==> config.mk <==
export PLATFORM = sky130hd
export DESIGN_NAME = cla_add32_pipe
export DESIGN_NICKNAME = d
export VERILOG_FILES = /design/src/rtl/cla_add32_pipe.sv
export SDC_FILE = /design/constraint.sdc
export NUM_CORES = 1
export LEC_CHECK = 0
export CAP_MARGIN = 10
export CORE_ASPECT_RATIO = 1.5
export CORE_UTILIZATION = 47
export DETAILED_ROUTE_END_ITERATION = 12
export PLACE_DENSITY = 0.75
export SYNTH_ARGS = -nofsm -noshare
export SYNTH_HDL_FRONTEND = slang
export SYNTH_SLANG_ARGS = --single-unit
export TNS_END_PERCENT = 30
==> constraint.sdc <==
create_clock -name clk -period 2.99 [get_ports clk]
set_input_delay 0.598 -clock clk [delete_from_list [all_inputs] [get_ports clk]]
set_output_delay 0.598 -clock clk [all_outputs]
set_load 0.02 [all_outputs]
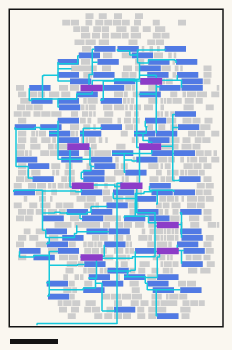
*Clock network drawn from the DEF, run 1*
The bar under the picture is 20 um long.
Key: blue = flip-flops [count 100]; purple = clock-net drivers [count 9]; cyan = clock wires [length 1170 um]
There are 10 routed clock nets. Position of the flops: all over the die.
clock insertion delay at the later pin of the skew report: 0.34 ns
clk pwr: 1230 uW

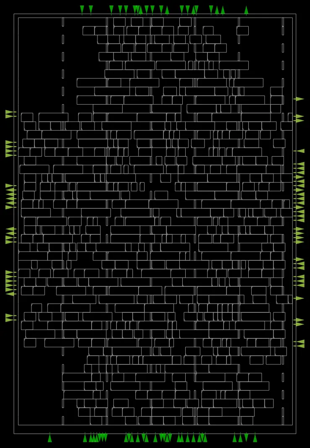
*Cell outlines without signal wires, run 1*
Layout Cells excl Fill: 703
number of flip-flops and latches: 100

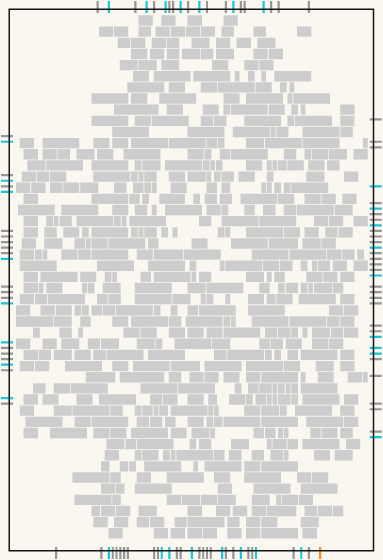
*I/O pins on the die edge, run 1*
Pins as bars across the die edge, other pins in grey.
Key: cyan = a [pins 32, direction input, edge 9 right, 8 left, 8 bottom, 7 top]; orange = rst [pins 1, direction input, edge bottom]
All pins by edge: 33 right, 30 bottom, 24 left, 20 top.
height of the die: 132 um
buffers added on ports: 104
Die Width: 88.5 um

==> summary.txt, run 1 <==
Notes on the flow run.

- The overall power is 5140 uW, for reference.
- The arrival time of data at the worst endpoint is listed as 2.76 ns.
- The final timing report derives a shortest allowable period of 2.55 ns.
- The starting density of the core is 0.480, for reference.
- The total tool warning count is 26, for reference.
- The proportion of cell area spent on the clock network is 0.0459, for reference.
- The well tap count is 147, for reference.
- The number of inserted filler cells in the final layout is 886, for reference.
- Setup slack on the worst path after placement came out at roughly 0.5 ns.
- The detailed placer reported the number of placed instances as 688.
- The fraction of area in registers is 0.364, for reference.
- The layout report lists the multi-input gate area as 0.00266 mm2.
- The synthesis report names the predominant flop master as dfrtp_1.
- The path class of the lowest-slack min-delay path is flip-flop to flip-flop, for reference.
- The simple logic cell fraction of the synthesized area is 0.0643, for reference.
- The timing report gives the biggest stage delay along the critical path as 0.50 ns.
- After detailed routing, the average wire length per cell comes to 15.4 um.
- The worst hold path depth is 2, for reference.
- Summing all multiplexer cells gives an area fraction of 0.156.
- The library cell used most frequently in the layout, excluding fill and tap cells, is clkdlybuf4s50_1.
- The flow ran to the end, and the final reports show no timing, DRC or antenna violations.
- The reported leakage power is 0.00309 uW, for reference.
- The flow reported a cell area power density of about 750 mW/mm2.
- The synthesis report gives the async set-or-reset register share as 1.00.
- A synthesized cell averages 11.9 um2.
- The element type at the critical path end is a flip-flop, for reference.
## run 1: metal layers
metal,global-route usage,part of all wire,vias to the layer above
li1,-,-,1781
met1,0.245,0.41,1791
met2,0.347,0.53,92
met3,0.0326,0.041,12
met4,0.0699,0.019,0
met5,0,0,-
## run 1: synthesized netlist by cell type, drive strengths merged (7+ instances only)
master    n  area [um2]
buf       7        41.3
clkbuf   11        41.3
nand2    34         130
xor2     47         412
nor2     13        48.8
a21o     11        86.3
inv       7        26.3
o21ai    34         170
dfrtp   100        2500
xnor2     7        61.3
ha       40         500
mux2     72         811
a21oi    17        85.1
## run 1: power breakdown
group	switching [uW]	internal, uW	total [uW]
Sequential	334	1740	2070
Clock	497	728	1230
Combinational	860	980	1840
Total	1690	3450	5140
### Local utilization, run 1

The die is cut into 9 by 13 equal tiles; white is low, dark blue is high, 0 to 100% covered.
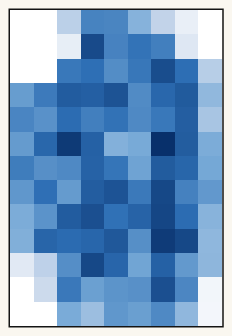

==> run 2: changes to the inputs <==
Settings changed: CORE_UTILIZATION 47 to 40, PLACE_DENSITY 0.75 to 0.65, RECOVER_POWER set to 25.
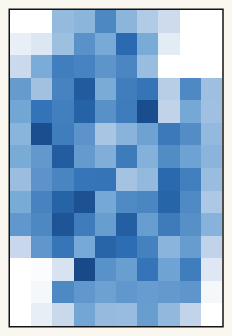
*Local utilization, run 2*
The die is cut into 10 by 14 equal tiles; white is low, dark blue is high, 0 to 100% covered.
The mean over all tiles is 49%. 9.3% of the tiles are nearly empty. The fullest tile reaches 89%.
utilization after layout: 0.527
FP Core Util: 0.407

==> summary.txt, run 2 <==
Notes on the flow run.

- The combinational group share of total power is 0.357, for reference.
- The total tool warning count is 28, for reference.
- In the global route stage, met2 resource usage came out at 0.316.
- Port buffering added 104 buffers.
- After global routing, the most crowded layer is met2.
- The worst path in the final design needs a cycle of around 2.5 ns, including I/O delays and setup.
- STA classifies the critical path endpoint as a primary output.
- The most popular library cell in the synthesized design by count is dfrtp_1, for reference.
- The routed length on met2 is about 6 mm, for reference.
- The share of total power in the clock network is 0.242, for reference.
- The top layer used by detailed routing is met4, for reference.
- Power spread over the standard cell area amounts to 754 mW/mm2.
- The fraction of post-synthesis cell area in the top cell type by area is 0.474, for reference.
- Ranked by total cell area, the synthesized netlist is headed by dfrtp_1 47%, mux2_2 15%, ha_1 9.5%.
- The power in the clock group is approximately 1200 uW, for reference.
- Summing all multiplexer cells gives an area fraction of 0.156.
- The biggest slice of the total power is consumed by sequential cells.
- The power spent charging and discharging nets is approximately 1700 uW, for reference.
- The reported leakage power is 0.00308 uW, for reference.
- The post-placement cell count is around 700, for reference.
- The flow ran to the end, and the final reports show no timing, DRC or antenna violations.
- The fraction of registers with async set or reset after synthesis is 1.00, for reference.
- In the global route stage, met1 resource usage came out at 0.213.
- The wire length the detailed router placed on met1 is 4.49 mm, for reference.
- The routed design shows a wire length per standard cell of 15.5 um.
- Excluding fillers, the count of instances in the completed layout stands at 713.
- The data arrival at the endpoint of the critical path is 1.95 ns, for reference.
- The simple logic cell fraction of the synthesized area is 0.0643, for reference.
- By count the netlist is led by 100 x dfrtp_1, 72 x mux2_2, 47 x xor2_1, 40 x ha_1, 33 x nand2_1.
- The met3 usage in global routing is 0.0335, for reference.
- After layout, the design draws a total of 5140 uW.
- The met3 wirelength from detailed routing is ~430 um, for reference.
- The power in sequential cells is 2060 uW, for reference.
-- run 2: cell types whose count changed in the layout (fill, tap and decap cells not counted) --
| cell | previous run | this run |
|---|---|---|
| clkinvlp_4 | 5 | 1 |
| buf_12 | 5 | 2 |
| clkinv_2 | 0 | 3 |
| clkdlybuf4s50_1 | 103 | 101 |
| dlygate4sd3_1 | 0 | 2 |
| buf_4 | 5 | 4 |
| clkbuf_1 | 0 | 1 |
| clkbuf_4 | 0 | 1 |
| clkbuf_8 | 0 | 1 |
-- run 2: cell type report --
class	count	area, um2	share of cell area
Clock inverter	5	75.1	0.0110
Multi-Input combinational cell	320	2660	0.390
Timing Repair Buffer	111	1110	0.163
Tap cell	159	199	0.0292
Clock buffer	11	243	0.0356
Sequential cell	100	2500	0.367
Inverter	7	30.0	0.00440
### Cell outlines without signal wires, run 2

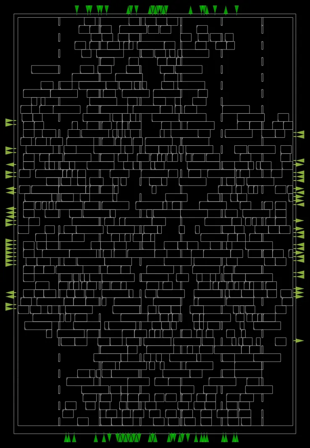

==> run 3: changes to the inputs <==
Settings changed: REMOVE_ABC_BUFFERS set to 1.
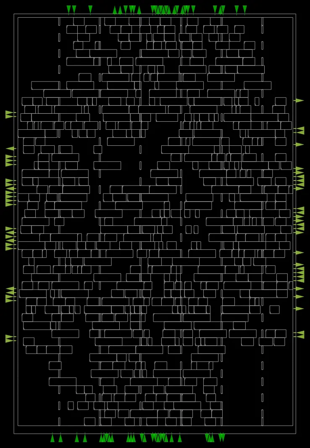
*Cell outlines without signal wires, run 3*
tap cell count: 159
Layout Cells excl Fill: 713
placeable core region: 0.0130 mm2

==> summary.txt, run 3 <==
Notes on the flow run.

- Counting instances in the post-synthesis netlist gives the leading cell types as 100 x dfrtp_1, 72 x mux2_2, 47 x xor2_1, 40 x ha_1, 33 x nand2_1.
- The data arrival at the endpoint of the critical path is 1.96 ns, for reference.
- The time the worst path needs with I/O delays and setup is about 2.6 ns, for reference.
- By area the synthesized netlist is led by dfrtp_1 47%, mux2_2 15%, ha_1 9.5%.
- Among all cell types in the netlist, the one instantiated most often is dfrtp_1.
- The detailed router reports a met2 wire length of 5.77 mm.
- The total tool warning count is 25, for reference.
- The post-synthesis cell type with the largest combined area is dfrtp_1, for reference.
- The met3 usage in global routing is 0.0314, for reference.
- The element type at the critical path end is a primary output, for reference.
- The pre-CTS worst setup slack is 0.405 ns, for reference.
- After detailed routing, the wire length on met1 is between 4 and 5 mm.
- The checks that failed: capacitance limit.
- The end-of-flow core utilization is 0.524, for reference.
- Leaving out fill and tap cells, the most frequent cell in the layout is clkdlybuf4s50_1.
- The chip width is 95.8 um, for reference.
- The main flop type is dfrtp_1, for reference.
- The run reported a max-capacitance violation count of 1.
- After synthesis, the share of cell area in mux cells is 0.156.
- The flow ran to the end, but the final reports show violations.
- The starting density of the core is 0.407, for reference.
- Input and output buffers added on the ports amount to around 100.
- Hold analysis shows the worst path with a depth of 2.
- The area fraction of the largest cell type after synthesis is 0.474.
- TritonRoute output was used to compute an average wire per cell of 15.4 um.
- The overall power is ~5000 uW, for reference.
- The met2 capacity usage during global routing is 0.307, for reference.
- In the synthesized netlist the async set-or-reset flop fraction comes to 1.00.
[run 3: cell counts after synthesis]
Identical to the previous run, type by type.
[run 3: layout make-up]
| class | count | area (um2) |
|---|---|---|
| Sequential cell | 100 | 2500 |
| Fill cell | 1160 | 6160 |
| Tap cell | 159 | 199 |
| Clock buffer | 9 | 225 |
| Multi-Input combinational cell | 320 | 2660 |
| Timing Repair Buffer | 111 | 1130 |
| Clock inverter | 7 | 51.3 |
| Inverter | 7 | 27.5 |
[run 3: report_power, final]
| group | total [uW] | internal, uW | switching, uW |
|---|---|---|---|
| Clock | 1090 | 567 | 528 |
| Sequential | 2060 | 1740 | 322 |
| Combinational | 1830 | 971 | 856 |
[run 3: worst max-delay path, cell delays in order]
cell and delay, ns:
dlygate4sd3_1 0.55, nand3b_1 0.23, clkdlybuf4s50_1 0.57

==> gallery <==
Signal wires on met3.
Plate I
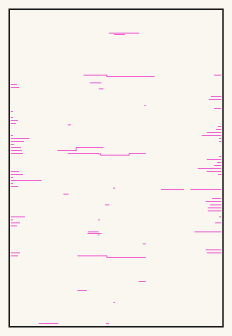
Plate II
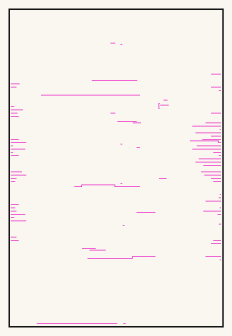
Plate III
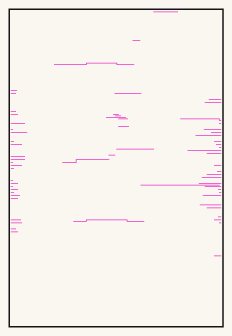
Plate III -> run 2
Plate II -> run 1
Plate I -> run 3

Power and IR drop assume default switching activity.
